**config.mk**
```make
export PLATFORM = sky130hd
export DESIGN_NAME = ddr_rx_frame_ctrl
export DESIGN_NICKNAME = d
export VERILOG_FILES = /design/src/rtl/ddr_rx_pkg.sv /design/src/rtl/ddr_rx_watchdog.sv /design/src/rtl/ddr_rx_frame_ctrl.sv
export SDC_FILE = /design/constraint.sdc
export NUM_CORES = 1
export LEC_CHECK = 0
export CAP_MARGIN = 20
export CORE_MARGIN = 2
export CORE_UTILIZATION = 40
export CTS_CLUSTER_SIZE = 12
export DETAILED_ROUTE_END_ITERATION = 8
export GPL_TIMING_DRIVEN = 1
export PLACE_DENSITY_LB_ADDON = 0.3
export SLEW_MARGIN = 10
export SYNTH_ARGS = -nofsm -noshare
export SYNTH_HDL_FRONTEND = slang
export SYNTH_SLANG_ARGS = --single-unit
```
**constraint.sdc**
```tcl
create_clock -name i_sys_clk -period 4.1 [get_ports i_sys_clk]
set_input_delay 0.41 -clock i_sys_clk [delete_from_list [all_inputs] [get_ports i_sys_clk]]
set_output_delay 0.41 -clock i_sys_clk [all_outputs]
set_load 0.005 [all_outputs]
```
**src/rtl/ddr_rx_pkg.sv**
```systemverilog
// Shared definitions for the HDR-DDR RX path: RX mode encodings, the frame
// sequencer state enum and the error codes reported to the DDR CCC engine.
package ddr_rx_pkg;

    // Mode encodings understood by the RX deserializer.
    localparam logic [3:0] RX_MODE_PRE    = 4'b0000;
    localparam logic [3:0] RX_MODE_DESER  = 4'b0011;
    localparam logic [3:0] RX_MODE_TOKEN  = 4'b0101;
    localparam logic [3:0] RX_MODE_PARITY = 4'b0110;
    localparam logic [3:0] RX_MODE_CRC    = 4'b0111;
    localparam logic [3:0] RX_MODE_ERROR  = 4'b1111;

    // Frame sequencer states.
    typedef enum logic [3:0] {
        ST_IDLE,
        ST_ACK,
        ST_BYTE_HI,
        ST_BYTE_LO,
        ST_PARITY,
        ST_PRE_NEXT,
        ST_CRC_PRE2,
        ST_TOKEN,
        ST_CRC,
        ST_RECOVER
    } rx_state_t;

    // Error codes, held on o_err_code until the next accepted start.
    localparam logic [2:0] ERR_NONE     = 3'd0;
    localparam logic [2:0] ERR_NACK     = 3'd1;
    localparam logic [2:0] ERR_PARITY   = 3'd2;
    localparam logic [2:0] ERR_TOKEN    = 3'd3;
    localparam logic [2:0] ERR_CRC      = 3'd4;
    localparam logic [2:0] ERR_OVERRUN  = 3'd5;
    localparam logic [2:0] ERR_FIFO_OVF = 3'd6;
    localparam logic [2:0] ERR_TIMEOUT  = 3'd7;

endpackage

```
**src/rtl/ddr_rx_watchdog.sv**
```systemverilog
// Per-state cycle watchdog for the RX frame sequencer. The count restarts
// whenever the observed state changes; o_expired flags the TIMEOUT_CYCLES-th
// cycle spent in one non-IDLE state. Built only when DDR_RX_TIMEOUT_EN is
// defined.
`ifdef DDR_RX_TIMEOUT_EN
module ddr_rx_watchdog
    import ddr_rx_pkg::*;
#(
    parameter int TIMEOUT_CYCLES = 1024
) (
    input  logic      i_sys_clk,
    input  logic      i_sys_rst,
    input  rx_state_t i_state,
    output logic      o_expired
);

    localparam int CW = $clog2(TIMEOUT_CYCLES + 1);

    logic [CW-1:0] cnt_reg;
    rx_state_t     prev_state_reg;

    // Count completed cycles in the current state; a state change restarts it.
    always_ff @(posedge i_sys_clk or posedge i_sys_rst) begin
        if (i_sys_rst) begin
            cnt_reg        <= '0;
            prev_state_reg <= ST_IDLE;
        end else begin
            prev_state_reg <= i_state;
            if (i_state == ST_IDLE) begin
                cnt_reg <= '0;
            end else if (i_state != prev_state_reg) begin
                cnt_reg <= CW'(1);
            end else if (!o_expired) begin
                cnt_reg <= cnt_reg + CW'(1);
            end
        end
    end

    // The first cycle of a new state counts as zero completed cycles.
    assign o_expired = (i_state == prev_state_reg) && (i_state != ST_IDLE) &&
                       (cnt_reg == CW'(TIMEOUT_CYCLES - 1));

endmodule
`endif

```
**src/rtl/ddr_rx_frame_ctrl.sv**
```systemverilog
// HDR-DDR RX frame sequencer for controller reads. Steps the deserializer
// through ACK, data words (two bytes plus parity), CRC preamble, token and
// CRC, pushes received bytes to the read FIFO and reports done/error.
// Optional feature macro: DDR_RX_TIMEOUT_EN adds a per-state timeout
// (error code 7) through ddr_rx_watchdog.
module ddr_rx_frame_ctrl
    import ddr_rx_pkg::*;
#(
    parameter int MAX_WORDS      = 255,
    parameter int TIMEOUT_CYCLES = 1024,
    localparam int W             = $clog2(MAX_WORDS + 1)
) (
    input  logic         i_sys_clk,
    input  logic         i_sys_rst,
    input  logic         i_rd_start,
    input  logic [W-1:0] i_rd_word_cnt,
    input  logic         i_abort,
    input  logic         i_rx_mode_done,
    input  logic         i_rx_pre,
    input  logic         i_rx_error,
    input  logic [7:0]   i_rx_data,
    input  logic         i_fifo_full,
    output logic         o_rx_en,
    output logic [3:0]   o_rx_mode,
    output logic         o_fifo_wr_en,
    output logic [7:0]   o_fifo_wr_data,
    output logic [W-1:0] o_words_rcvd,
    output logic         o_busy,
    output logic         o_done,
    output logic         o_err,
    output logic [2:0]   o_err_code
);

    rx_state_t    state_reg;
    logic [W-1:0] word_cnt_reg;
    logic         timeout_hit;

`ifdef DDR_RX_TIMEOUT_EN
    ddr_rx_watchdog #(
        .TIMEOUT_CYCLES(TIMEOUT_CYCLES)
    ) u_watchdog (
        .i_sys_clk(i_sys_clk),
        .i_sys_rst(i_sys_rst),
        .i_state  (state_reg),
        .o_expired(timeout_hit)
    );
`else
    // No watchdog: the sequencer waits indefinitely. TIMEOUT_CYCLES stays
    // referenced so both builds share one parameter list.
    assign timeout_hit = 1'b0 & (TIMEOUT_CYCLES > 0);
`endif

    assign o_busy = (state_reg != ST_IDLE);

    // Frame sequencer: state, RX mode, FIFO strobe and status, all registered.
    always_ff @(posedge i_sys_clk or posedge i_sys_rst) begin
        if (i_sys_rst) begin
            state_reg      <= ST_IDLE;
            word_cnt_reg   <= '0;
            o_rx_en        <= 1'b0;
            o_rx_mode      <= RX_MODE_PRE;
            o_fifo_wr_en   <= 1'b0;
            o_fifo_wr_data <= '0;
            o_words_rcvd   <= '0;
            o_done         <= 1'b0;
            o_err          <= 1'b0;
            o_err_code     <= ERR_NONE;
        end else begin
            o_fifo_wr_en <= 1'b0;
            o_done       <= 1'b0;
            o_err        <= 1'b0;
            if (i_abort) begin
                // Silent abandon: no pulse, no write, even with a coinciding mode_done.
                state_reg <= ST_IDLE;
                o_rx_en   <= 1'b0;
                o_rx_mode <= RX_MODE_PRE;
            end else if (timeout_hit && state_reg == ST_RECOVER) begin
                state_reg <= ST_IDLE;
                o_rx_en   <= 1'b0;
                o_rx_mode <= RX_MODE_PRE;
                o_err     <= 1'b1;
            end else if (timeout_hit && state_reg != ST_IDLE) begin
                state_reg  <= ST_RECOVER;
                o_rx_mode  <= RX_MODE_ERROR;
                o_err_code <= ERR_TIMEOUT;
            end else if (state_reg == ST_IDLE) begin
                // A start during the done/err pulse cycle still belongs to the old frame.
                if (i_rd_start && !o_done && !o_err) begin
                    word_cnt_reg <= (i_rd_word_cnt == '0) ? W'(1) : i_rd_word_cnt;
                    o_words_rcvd <= '0;
                    o_err_code   <= ERR_NONE;
                    state_reg    <= ST_ACK;
                    o_rx_en      <= 1'b1;
                    o_rx_mode    <= RX_MODE_PRE;
                end
            end else if (i_rx_mode_done) begin
                case (state_reg)
                    ST_ACK: begin
                        if (i_rx_pre) begin
                            state_reg  <= ST_RECOVER;
                            o_rx_mode  <= RX_MODE_ERROR;
                            o_err_code <= ERR_NACK;
                        end else begin
                            state_reg <= ST_BYTE_HI;
                            o_rx_mode <= RX_MODE_DESER;
                        end
                    end
                    ST_BYTE_HI, ST_BYTE_LO: begin
                        if (i_fifo_full) begin
                            state_reg  <= ST_RECOVER;
                            o_rx_mode  <= RX_MODE_ERROR;
                            o_err_code <= ERR_FIFO_OVF;
                        end else begin
                            o_fifo_wr_en   <= 1'b1;
                            o_fifo_wr_data <= i_rx_data;
                            if (state_reg == ST_BYTE_HI) begin
                                state_reg <= ST_BYTE_LO;
                                o_rx_mode <= RX_MODE_DESER;
                            end else begin
                                state_reg <= ST_PARITY;
                                o_rx_mode <= RX_MODE_PARITY;
                            end
                        end
                    end
                    ST_PARITY: begin
                        if (i_rx_error) begin
                            state_reg  <= ST_RECOVER;
                            o_rx_mode  <= RX_MODE_ERROR;
                            o_err_code <= ERR_PARITY;
                        end else begin
                            o_words_rcvd <= o_words_rcvd + W'(1);
                            state_reg    <= ST_PRE_NEXT;
                            o_rx_mode    <= RX_MODE_PRE;
                        end
                    end
                    ST_PRE_NEXT: begin
                        if (!i_rx_pre) begin
                            // Target ended the data phase; early end is legal.
                            state_reg <= ST_CRC_PRE2;
                            o_rx_mode <= RX_MODE_PRE;
                        end else if (o_words_rcvd < word_cnt_reg) begin
                            state_reg <= ST_BYTE_HI;
                            o_rx_mode <= RX_MODE_DESER;
                        end else begin
                            state_reg  <= ST_RECOVER;
                            o_rx_mode  <= RX_MODE_ERROR;
                            o_err_code <= ERR_OVERRUN;
                        end
                    end
                    ST_CRC_PRE2: begin
                        if (i_rx_pre) begin
                            state_reg <= ST_TOKEN;
                            o_rx_mode <= RX_MODE_TOKEN;
                        end else begin
                            state_reg  <= ST_RECOVER;
                            o_rx_mode  <= RX_MODE_ERROR;
                            o_err_code <= ERR_TOKEN;
                        end
                    end
                    ST_TOKEN: begin
                        if (i_rx_error) begin
                            state_reg  <= ST_RECOVER;
                            o_rx_mode  <= RX_MODE_ERROR;
                            o_err_code <= ERR_TOKEN;
                        end else begin
                            state_reg <= ST_CRC;
                            o_rx_mode <= RX_MODE_CRC;
                        end
                    end
                    ST_CRC: begin
                        if (i_rx_error) begin
                            state_reg  <= ST_RECOVER;
                            o_rx_mode  <= RX_MODE_ERROR;
                            o_err_code <= ERR_CRC;
                        end else begin
                            state_reg <= ST_IDLE;
                            o_rx_en   <= 1'b0;
                            o_rx_mode <= RX_MODE_PRE;
                            o_done    <= 1'b1;
                        end
                    end
                    ST_RECOVER: begin
                        state_reg <= ST_IDLE;
                        o_rx_en   <= 1'b0;
                        o_rx_mode <= RX_MODE_PRE;
                        o_err     <= 1'b1;
                    end
                    default: begin
                        state_reg <= ST_IDLE;
                        o_rx_en   <= 1'b0;
                        o_rx_mode <= RX_MODE_PRE;
                    end
                endcase
            end
        end
    end

endmodule

```
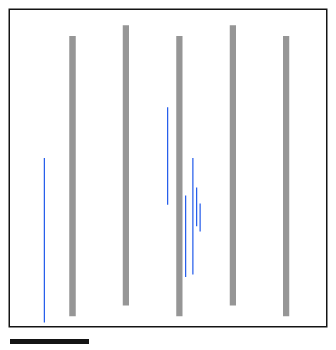
(images/met4.png)
Scale bar: 20 um. Supply wires on this layer in grey.
main direction	vertical
share of all routed wire	2.2%

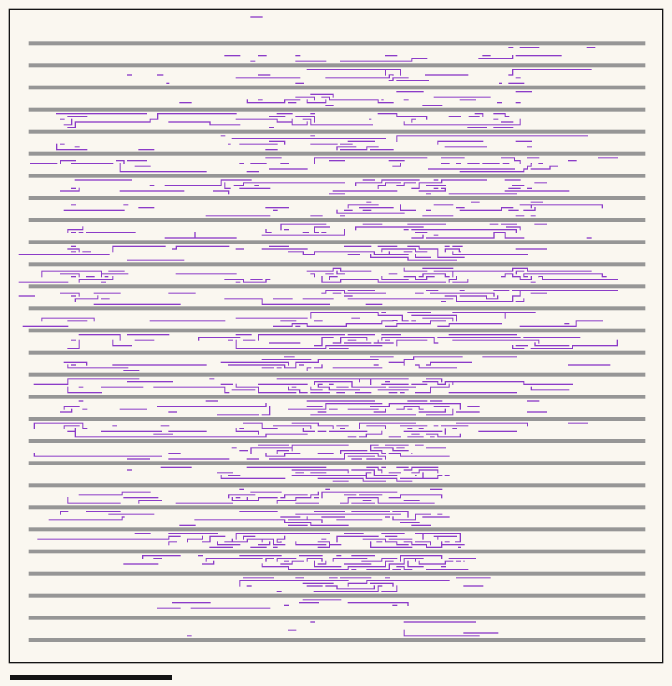
(images/met1.png)
Scale bar: 20 um. Supply wires on this layer in grey.
wire length on this layer	2650 um
longest straight run	23.5 um
share of all routed wire	45%
main direction	horizontal

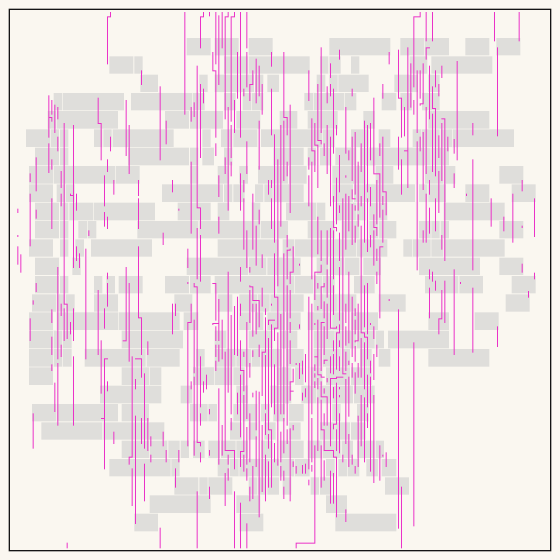
(images/met2.png)
Cells faint in the background.
wire length on this layer	2700 um
nets with wire on the layer	286
share of all routed wire	45%
longest straight run	32.5 um

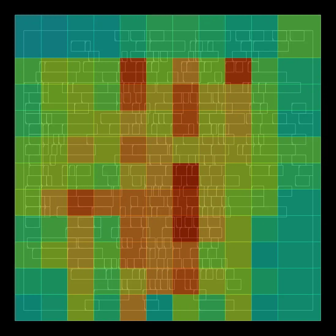
(images/final_congestion.png)
global-route met1 utilization: 0.272
Global Route Usage Sum: 0.199

==> flow_metrics.env <==
# yosys + openroad results
export IMPL_run_status="complete, no violations"
export IMPL_synth_area_per_cell_um2=8.46
export IMPL_place_area_um2=2870
export IMPL_seq_cell_share=0.330
export IMPL_ys_ff=39
export IMPL_synth_cells_yosys=275
export IMPL_clock_tree_root_cell="sky130_fd_sc_hd__clkbuf_8"
export IMPL_setup_worst_path_end_class="flip-flop"
export IMPL_numPlacedInstances=385
export IMPL_timing_final_setup_violations=0
export IMPL_drtIter0Drc=361
export IMPL_maxClockFrequency_mhz=344
export IMPL_path_class="flip-flop to flip-flop"
export IMPL_synth_top_cell_area_share=0.420
export IMPL_post_synth_xor_area_fraction=0.00753
export IMPL_rsz0062_at_grt="no"
export IMPL_num_nonclk_buffers=55
export IMPL_largest_area_cell="sky130_fd_sc_hd__dfrtp_1"
export IMPL_drt_pass1_iterations=5
export IMPL_detail_route_wirelength_met1_mm=2.65
export IMPL_timing_hold_worst_class="flip-flop to flip-flop"
export IMPL_num_rows=27
export IMPL_critical_path_cell_chain="or4_4 -> or4b_4 -> a21o_1 -> or4_1 -> a21oi_1"
export IMPL_max_cap_violations=0
export IMPL_layout_drive_gt1_share=0.0561
export IMPL_hold_viol_final=0
export IMPL_min_period_over_period=0.710
export IMPL_stage_log_warnings=26
export IMPL_met3_length_um=468
export IMPL_post_cts_resized_instances=0
export IMPL_vias_in_the_first_global_route=2043
export IMPL_flop_count=39
export IMPL_critical_path_depth=5
export IMPL_worst_endpoint_required_ns=4.33
export IMPL_min_delay_worst_endpoint="o_fifo_wr_data[2]$_DFFE_PP0P_"
export IMPL_yosys_warnings=0
export IMPL_pg_seq_mw=0.441
export IMPL_cts_hold_buffers=0
export IMPL_worst_path_max_fanout=27
export IMPL_synthTopLogicFamily="simple AND/OR/NAND/NOR gates"
